--- src/rtl/cpu_sequencer.sv ---
// cpu_sequencer: four-phase instruction sequencer (FETCH, DECODE, EXECUTE,
// WRITEBACK). It owns the program counter, the instruction register, the
// sticky halt flag and a saturating count of retired instructions. Fetch
// requests go to program memory. The external control LUT decides through
// its InsLoad bit whether the fetched byte is accepted.
module cpu_sequencer (
  input  logic        clk,
  input  logic        rst,
  input  logic        run_en,
  input  logic [7:0]  instr_data,
  input  logic        instr_valid,
  input  logic [15:0] control_signals,
  input  logic        branch_taken,
  input  logic [7:0]  branch_target,
  output logic [1:0]  state,
  output logic [7:0]  instruction,
  output logic [7:0]  pc,
  output logic        instr_req,
  output logic        halted,
  output logic [15:0] retired
);

  // Phase codes are visible on the state output, so the encoding is fixed.
  // All four values of the 2-bit register are legal phases, so no
  // unreachable encodings exist.
  typedef enum logic [1:0] {
    ST_FETCH     = 2'b00,
    ST_DECODE    = 2'b01,
    ST_EXECUTE   = 2'b10,
    ST_WRITEBACK = 2'b11
  } state_t;

  // Position of the InsLoad strobe inside the control word.
  localparam int INS_LOAD_BIT = 10;

  // Opcode patterns recognised by the sequencer itself. Every other opcode is
  // opaque here and only steers the control LUT.
  localparam logic [7:0] OP_NOP       = 8'h00;
  localparam logic [3:0] OP_HALT_LOW  = 4'hF;

  // Retired-instruction counter increment. The counter sticks at all-ones
  // rather than wrapping, so a long-running program never reports a
  // deceptively small count.
  function automatic logic [15:0] sat_inc16(input logic [15:0] v);
    logic [15:0] r;
    if (v == 16'hFFFF) begin
      r = v;
    end else begin
      r = v + 16'd1;
    end
    return r;
  endfunction

  // Program counter advance after a fetch. It wraps naturally in 8 bits.
  function automatic logic [7:0] pc_inc8(input logic [7:0] v);
    return v + 8'd1;
  endfunction

  state_t      state_q,   state_d;
  logic [7:0]  ir_q,      ir_d;
  logic [7:0]  pc_q,      pc_d;
  logic        halted_q,  halted_d;
  logic [15:0] retired_q, retired_d;

  logic        fetch_req;
  logic        fetch_load;
  logic        ir_is_nop;
  logic        ir_is_halt;

  // Only InsLoad is consumed here. The remaining control-word bits drive the
  // datapath elsewhere and are folded into one deliberately unused net.
  logic ctrl_unused;
  assign ctrl_unused = ^{control_signals[15:INS_LOAD_BIT+1],
                         control_signals[INS_LOAD_BIT-1:0]};

  // Fetch request: only in FETCH, only while allowed to run and not halted.
  // It is also forced low while reset is held, regardless of run_en.
  always_comb begin
    fetch_req  = (state_q == ST_FETCH) && run_en && !halted_q && !rst;
    fetch_load = fetch_req && instr_valid && control_signals[INS_LOAD_BIT];
    ir_is_nop  = (ir_q == OP_NOP);
    ir_is_halt = (ir_q[3:0] == OP_HALT_LOW);
  end

  // Next-state and register-update logic. Everything holds unless a phase
  // explicitly changes it.
  always_comb begin
    state_d   = state_q;
    ir_d      = ir_q;
    pc_d      = pc_q;
    halted_d  = halted_q;
    retired_d = retired_q;

    case (state_q)
      ST_FETCH: begin
        // Stall here until memory delivers a byte that the control LUT
        // agrees to latch. instr_valid without a request is ignored.
        if (fetch_load) begin
          ir_d    = instr_data;
          pc_d    = pc_inc8(pc_q);
          state_d = ST_DECODE;
        end
      end

      ST_DECODE: begin
        state_d = ST_EXECUTE;
      end

      ST_EXECUTE: begin
        if (ir_is_halt) begin
          // HALT ignores any branch request and does not count as retired.
          halted_d = 1'b1;
          state_d  = ST_FETCH;
        end else begin
          if (branch_taken) begin
            pc_d = branch_target;
          end
          if (ir_is_nop) begin
            // A no-op has nothing to write back, so it retires from here.
            retired_d = sat_inc16(retired_q);
            state_d   = ST_FETCH;
          end else begin
            state_d = ST_WRITEBACK;
          end
        end
      end

      ST_WRITEBACK: begin
        retired_d = sat_inc16(retired_q);
        state_d   = ST_FETCH;
      end

      default: begin
        state_d = ST_FETCH;
      end
    endcase
  end

  // Sequencer registers. Reset aborts any in-flight instruction at once.
  always_ff @(posedge clk or posedge rst) begin
    if (rst) begin
      state_q   <= ST_FETCH;
      ir_q      <= 8'h00;
      pc_q      <= 8'h00;
      halted_q  <= 1'b0;
      retired_q <= 16'h0000;
    end else begin
      state_q   <= state_d;
      ir_q      <= ir_d;
      pc_q      <= pc_d;
      halted_q  <= halted_d;
      retired_q <= retired_d;
    end
  end

  // Output mapping.
  always_comb begin
    state       = state_q;
    instruction = ir_q;
    pc          = pc_q;
    instr_req   = fetch_req;
    halted      = halted_q;
    retired     = retired_q;
  end

endmodule
--- config.mk ---
export PLATFORM = sky130hd
export DESIGN_NAME = cpu_sequencer
export DESIGN_NICKNAME = d
export VERILOG_FILES = /design/src/rtl/cpu_sequencer.sv
export SDC_FILE = /design/constraint.sdc
export NUM_CORES = 1
export LEC_CHECK = 0
export CAP_MARGIN = 20
export CORE_ASPECT_RATIO = 1.5
export CORE_MARGIN = 2
export CORE_UTILIZATION = 45
export DETAILED_ROUTE_END_ITERATION = 7
export PLACE_DENSITY_LB_ADDON = 0.25
export SLEW_MARGIN = 20
export SYNTH_ARGS = -nofsm -noshare
export SYNTH_HDL_FRONTEND = slang
export SYNTH_SLANG_ARGS = --single-unit
--- constraint.sdc ---
create_clock -name clk -period 3.8 [get_ports clk]
set_input_delay 0.76 -clock clk [delete_from_list [all_inputs] [get_ports clk]]
set_output_delay 0.76 -clock clk [all_outputs]
set_load 0.02 [all_outputs]
==> impl_report.txt, run 1 <==
==== FLOW RESULTS ====
----------------------------------------------------
[Status]
  Status ........................ finished, final reports clean

[Final timing]
  Hold Fails Final Rpt ........................ 0
  Maximum clock skew at final layout ........................ 4.12 ps
  Slew margin rel. ........................ 47.3%
  # setup viols final ........................ 0

[Synth]
  Fraction of registers with async set or reset after synthesis ........................ 100%
  Dominant cells by area after synthesis ........................ sky130_fd_sc_hd__dfrtp_1 50%, sky130_fd_sc_hd__xnor2_1 6.0%, sky130_fd_sc_hd__mux2_2 5.8%
  Most instantiated cells after synthesis ........................ 35 x sky130_fd_sc_hd__dfrtp_1, 19 x sky130_fd_sc_hd__nand2_1, 12 x sky130_fd_sc_hd__nand3_1, 12 x sky130_fd_sc_hd__xnor2_1, 10 x sky130_fd_sc_hd__nor2_1
  Number of warnings reported in the yosys synthesis log ........................ 0
  Number of distinct library cell variants in the gate-level netlist after synthesis ........................ 42
  Average cell area after synthesis ........................ 10.8 um^2
  Yosys Chip Area ........................ 0.00176 mm^2

[Critical path]
  Worst setup path endpoint ........................ instr_req
  Crit Path Max Fanout ........................ 2
  Setup slack of the worst register-to-register path ........................ 1550 ps
  R2r worst-path depth ........................ 5

[Final layout]
  Number of multi-input combinational cells ........................ 121
  Portion of the layout cell area used by clock cells ........................ 3.58%
  Storage element area ........................ 876 um^2
  Tally of clock buffers in the finished layout ........................ 6
  Number of non-clock inverters in the layout ........................ 3

[Power]
  Power of the clock network ........................ 0.272 mW
  Largest power group ........................ combinational cells
  NetSw ........................ 0.726 mW

[GRT]
  Pin count of the biggest net entering global routing ........................ 37
  Antenna violations before repair ........................ 0

[CTS]
  Buffer type at the clock tree root ........................ sky130_fd_sc_hd__clkbuf_8
  Max Buffers Root-to-Sink ........................ 2
  Clock tree from TritonCTS ........................ built

[Routing]
  Detailed-route via count ........................ 1,503
  Number of iterations in the first detailed-routing pass ........................ 4

[Floorplan]
  TAP cells ........................ 43

[Run]
  Max capacitance violation total ........................ 0

----------------------------------------------------
run 1: critical path, cell delays in order:
cell,delay [ps]
sky130_fd_sc_hd__clkdlybuf4s50_1,460
sky130_fd_sc_hd__nor4b_2,310
sky130_fd_sc_hd__and2_1,190
sky130_fd_sc_hd__clkdlybuf4s50_1,610
run 1: how the worst min path moves through the flow:
stage	start	depth (start not counted)	to	slack (ps)
6_report	retired[14]$_DFFE_PP0P_	1	retired[14]$_DFFE_PP0P_	510
5_1_grt	retired[14]$_DFFE_PP0P_	1	retired[14]$_DFFE_PP0P_	540
4_1_cts	retired[14]$_DFFE_PP0P_	1	retired[14]$_DFFE_PP0P_	520
3_5_place_dp	retired[14]$_DFFE_PP0P_	1	retired[14]$_DFFE_PP0P_	510
3_3_place_gp	retired[14]$_DFFE_PP0P_	1	retired[14]$_DFFE_PP0P_	480
2_1_floorplan	retired[14]$_DFFE_PP0P_	1	retired[14]$_DFFE_PP0P_	590
run 1: layout by cell type, fill, tap and decap left out, drive strengths merged, types with 2 or more instances in the layout:
master         netlist  routed
a21oi               11      11
mux2                10      10
nand2b               2       2
o22ai                2       2
nor3                 3       3
inv                  3       3
clkbuf               1       6
nand4                5       5
nor2                10      10
ha                   2       2
xnor2               12      12
nor4                 2       2
a31oi                2       2
dfrtp               35      35
clkdlybuf4s50        0      57
nand2               19      19
and4                 2       2
nand3               12      12
o21ai                8       8
a2bb2oi              2       2
and3                 4       4
run 1: flip-flops by register name (all words and copies together), names as in the netlist:
name / cells
state: 2
halted: 1
pc: 8
retired: 16
instruction: 8
run 1: layer usage:
layer | track usage (%) | up-vias | wire length, um
met5 | 0 | - | 0
met4 | 10.0 | 0 | 65
met3 | 7.62 | 6 | 254
met2 | 36.8 | 57 | 2410
met1 | 22.5 | 736 | 1550
li1 | - | 704 | -
==> run_1/pdn.png <==
Scale: 4 px per um. Pins as bars on the die edge.
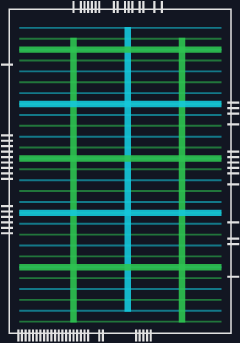
Key: green = VSS; cyan = VDD
The core has 27 rows. 5 straps on met5. 3 straps on met4. 73 signal pins sit on the boundary. 28 met1 rails follow the rows.
Die Span X: 55.1 um
worst-case vdd ir drop: 0.440 mV
height of the chip: 80.6 um
floorplan core area: 0.00372 mm^2

==> run_1/cell_classes.png <==
Scale: 3 px per um. Fill, decap, tap and diode cells in gray.
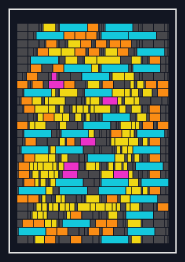
Key: yellow = all other logic [cells 124, share of their area 36%]; cyan = flip-flops [cells 35, share of their area 37%]; orange = other buffers and delay cells [cells 58, share of their area 24%]; magenta = clock drivers and dummy loads [cells 7, share of their area 3.7%]
Final Cell Area: 0.00245 mm^2
final core occ: 65.9%
sequential share of cell area: 35.8%
number of standard-cell rows in the floorplan: 27

==> run_1/clock_map.png <==
Scale: 8 px per um.
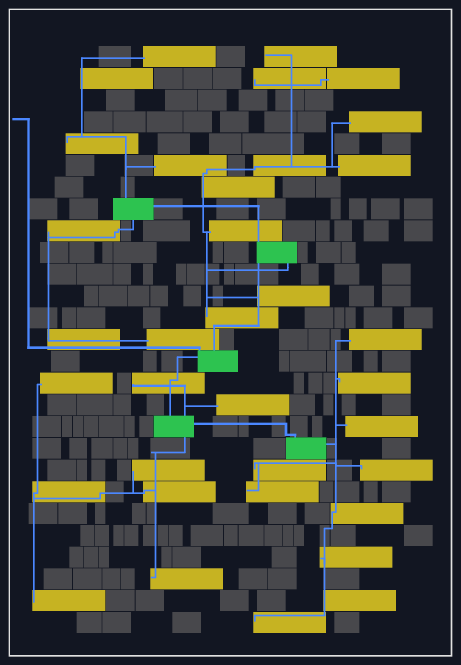
Key: green = cells driving clock nets [count 5]; blue = clock wires [length 465 um]; yellow = flip-flops [count 35]
Position of the flops: spread over the die.

==> run_1/final_placement.png <==
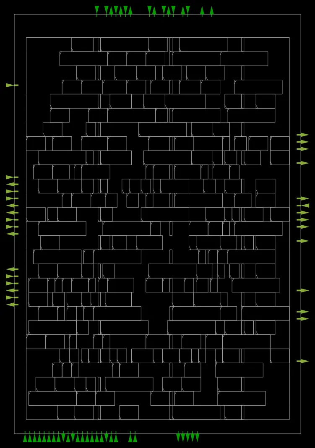

## Run 2: what changed since run 1
Settings changed: CORE_UTILIZATION 45 to 43.
Clock period 3.8 ns to 2.9 ns, I/O delays scaled along.
==> run_2/final_placement.png <==
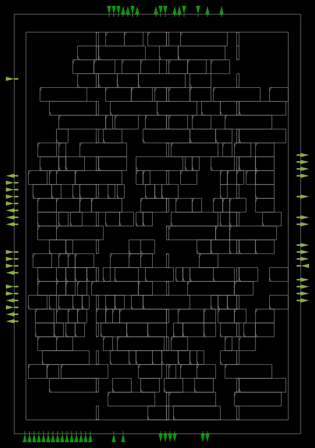
sequential share of cell area: 35.5%
fill cell count: 337
Flops: 35

==> run_2/cell_classes.png <==
Scale: 3 px per um. Fill, decap, tap and diode cells in gray.
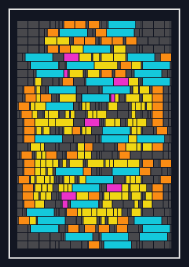
Key: cyan = flip-flops [cells 35, share of their area 36%]; orange = other buffers and delay cells [cells 61, share of their area 25%]; yellow = all other logic [cells 124, share of their area 35%]; magenta = clock drivers and dummy loads [cells 8, share of their area 3.4%]

==> run 2 against run 1 <==
  * Die area is 4.4% higher
  * Via count unchanged
  * Register-to-register slack worse by 740 ps
  * First-iteration DRC count rose by 73%
  * Final cell count increased by 2.2%
  * Global-route usage shrank 2.8 points
  * Sequential cell count did not move
  * Count of clock-buffer cells in the layout is 1 higher
  * Synthesized cell count unchanged
  * Largest cell class unchanged
  * Largest power group unchanged
==> impl_report.txt, run 2 <==
==== FLOW RESULTS ====
----------------------------------------------------
[Routing]
  Number of iterations in the first detailed-routing pass ........................ 4 (unchanged)
  Detail Route met3 WL ........................ 250 um (-1.6%)
  Detailed router's first-iteration violation count ........................ 38
  Met2 wire length ........................ 2270 um (-5.4%)
  Uppermost signal routing layer after detailed routing ........................ met4
  Met1 Wirelength ........................ 1550 um (about the same)
  Detailed-route via count ........................ 1,503 (unchanged)

[Final timing]
  Hold Fails Final Rpt ........................ 0 (unchanged)
  # setup viols final ........................ 0 (unchanged)
  Maximum clock skew at final layout ........................ 4.97 ps (+0.852 ps)
  Worst slew pin tran ........................ 526 ps
  Slew margin rel. ........................ 64.9% (+18 points)

[Critical path]
  Crit Path Max Fanout ........................ 2 (unchanged)
  Worst setup path class ........................ primary input to primary output

[GRT]
  Antenna violations before repair ........................ 0 (unchanged)
  Pin count of the biggest net entering global routing ........................ 36 (-2.7%)
  GR met2 Demand/Resource ........................ 35.5% (-1.3 points)
  Global routing usage on met3 ........................ 4.52% (-3.1 points)
  Peak-usage layer in the global routing report ........................ met2
  Met1 track demand over resource in global routing ........................ 19.6% (-2.9 points)

[Final layout]
  Number of flip-flops under the largest register name ........................ 16 (unchanged)
  Final Cell Area ........................ 0.00247 mm^2 (+0.77%)
  Final core occ ........................ 62.9% (-3.0 points)
  Count of non-filler cells in the finished layout ........................ 273
  Most frequent logic cell in the layout ........................ sky130_fd_sc_hd__clkdlybuf4s50_1
  Most frequently placed logic cells in the final layout ........................ 57 x sky130_fd_sc_hd__clkdlybuf4s50_1, 35 x sky130_fd_sc_hd__dfrtp_1, 19 x sky130_fd_sc_hd__nand2_1

[CTS]
  Max Buffers Root-to-Sink ........................ 2 (unchanged)
  Buffer type at the clock tree root ........................ sky130_fd_sc_hd__clkbuf_8
  Clock tree from TritonCTS ........................ built
  Clock transition time at the flip-flop clock pins of the worst setup and hold paths ........................ 70 ps

[Synth]
  Dominant cells by area after synthesis ........................ sky130_fd_sc_hd__dfrtp_1 50%, sky130_fd_sc_hd__xnor2_1 6.0%, sky130_fd_sc_hd__mux2_2 5.8%
  Average cell area after synthesis ........................ 10.8 um^2 (unchanged)
  Number of distinct library cell variants in the gate-level netlist after synthesis ........................ 42 (unchanged)
  Yosys Chip Area ........................ 0.00176 mm^2 (unchanged)
  Fraction of registers with async set or reset after synthesis ........................ 100% (unchanged)
  Dominant register cell in the synthesized netlist ........................ sky130_fd_sc_hd__dfrtp_1
  Number of warnings reported in the yosys synthesis log ........................ 0 (unchanged)
  Most instantiated cells after synthesis ........................ 35 x sky130_fd_sc_hd__dfrtp_1, 19 x sky130_fd_sc_hd__nand2_1, 12 x sky130_fd_sc_hd__nand3_1, 12 x sky130_fd_sc_hd__xnor2_1, 10 x sky130_fd_sc_hd__nor2_1

[Floorplan]
  Number of standard-cell rows in the floorplan ........................ 28 (+3.7%)

[Status]
  Status ........................ finished, final reports clean

[Run]
  Max capacitance violation total ........................ 0 (unchanged)

----------------------------------------------------
==> run_2/pdn.png <==
Scale: 4 px per um. Pins as bars on the die edge.
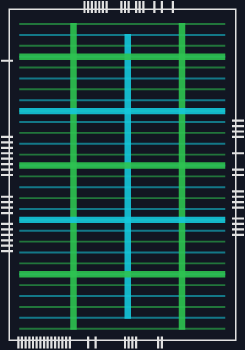
Die Span X: 56.3 um
worst-case vdd ir drop: 0.608 mV
floorplan core area: 0.00392 mm^2
height of the chip: 82.4 um

[run 2: cell families after synthesis]
logic type | after synthesis | share of synthesized area [%]
and+or+nand+nor | 66 | 21.7
xor gates and xnor gates | 13 | 6.46
buffers and inverters | 7 | 2.41
DFF | 35 | 49.7
adders and majority gates | 2 | 1.42
muxes | 11 | 6.96
AOI/OAI and AO/OA | 29 | 11.4
[run 2: where the power goes]
| part | switching (mW) | leakage [nW] | total, mW | internal, mW |
|---|---|---|---|---|
| Clock | 0.169 | 0.0422 | 0.338 | 0.168 |
| Sequential | 0.218 | 0.444 | 0.873 | 0.655 |
| Combinational | 0.570 | 0.518 | 1.12 | 0.547 |
[run 2: worst max-delay path, cell delays in order]
cell                              delay, ps
sky130_fd_sc_hd__clkdlybuf4s50_1        470
sky130_fd_sc_hd__nor4b_2                260
sky130_fd_sc_hd__and2_1                 180
sky130_fd_sc_hd__clkdlybuf4s50_1        600
[run 2: layout make-up]
cell class              count  area, um^2
clock inverters             1        5.00
flip-flops and latches     35         876
multi-input cells         121         843
inverters                   3        11.3
clock buffers               7        76.3
fillers                   337        1460
well taps                  45        56.3
repair buffers             61         601
[run 2: worst paths after layout]
path                                              end               startpoint  cells after the start  slack (ps)
setup / recovery                            instr_req                   run_en                      4         220
hold / removal                retired[14]$_DFFE_PP0P_  retired[14]$_DFFE_PP0P_                      1         500
setup reg to reg               retired[7]$_DFFE_PP0P_   retired[0]$_DFFE_PP0P_                      7         810
hold reg to reg               retired[14]$_DFFE_PP0P_  retired[14]$_DFFE_PP0P_                      1         500
max in group asynchronous  instruction[7]$_DFFE_PP0P_                      rst                      3        1830
min in group asynchronous          halted$_DFFE_PP0P_                      rst                      3         760
Power is estimated from default activity; no workload was simulated.
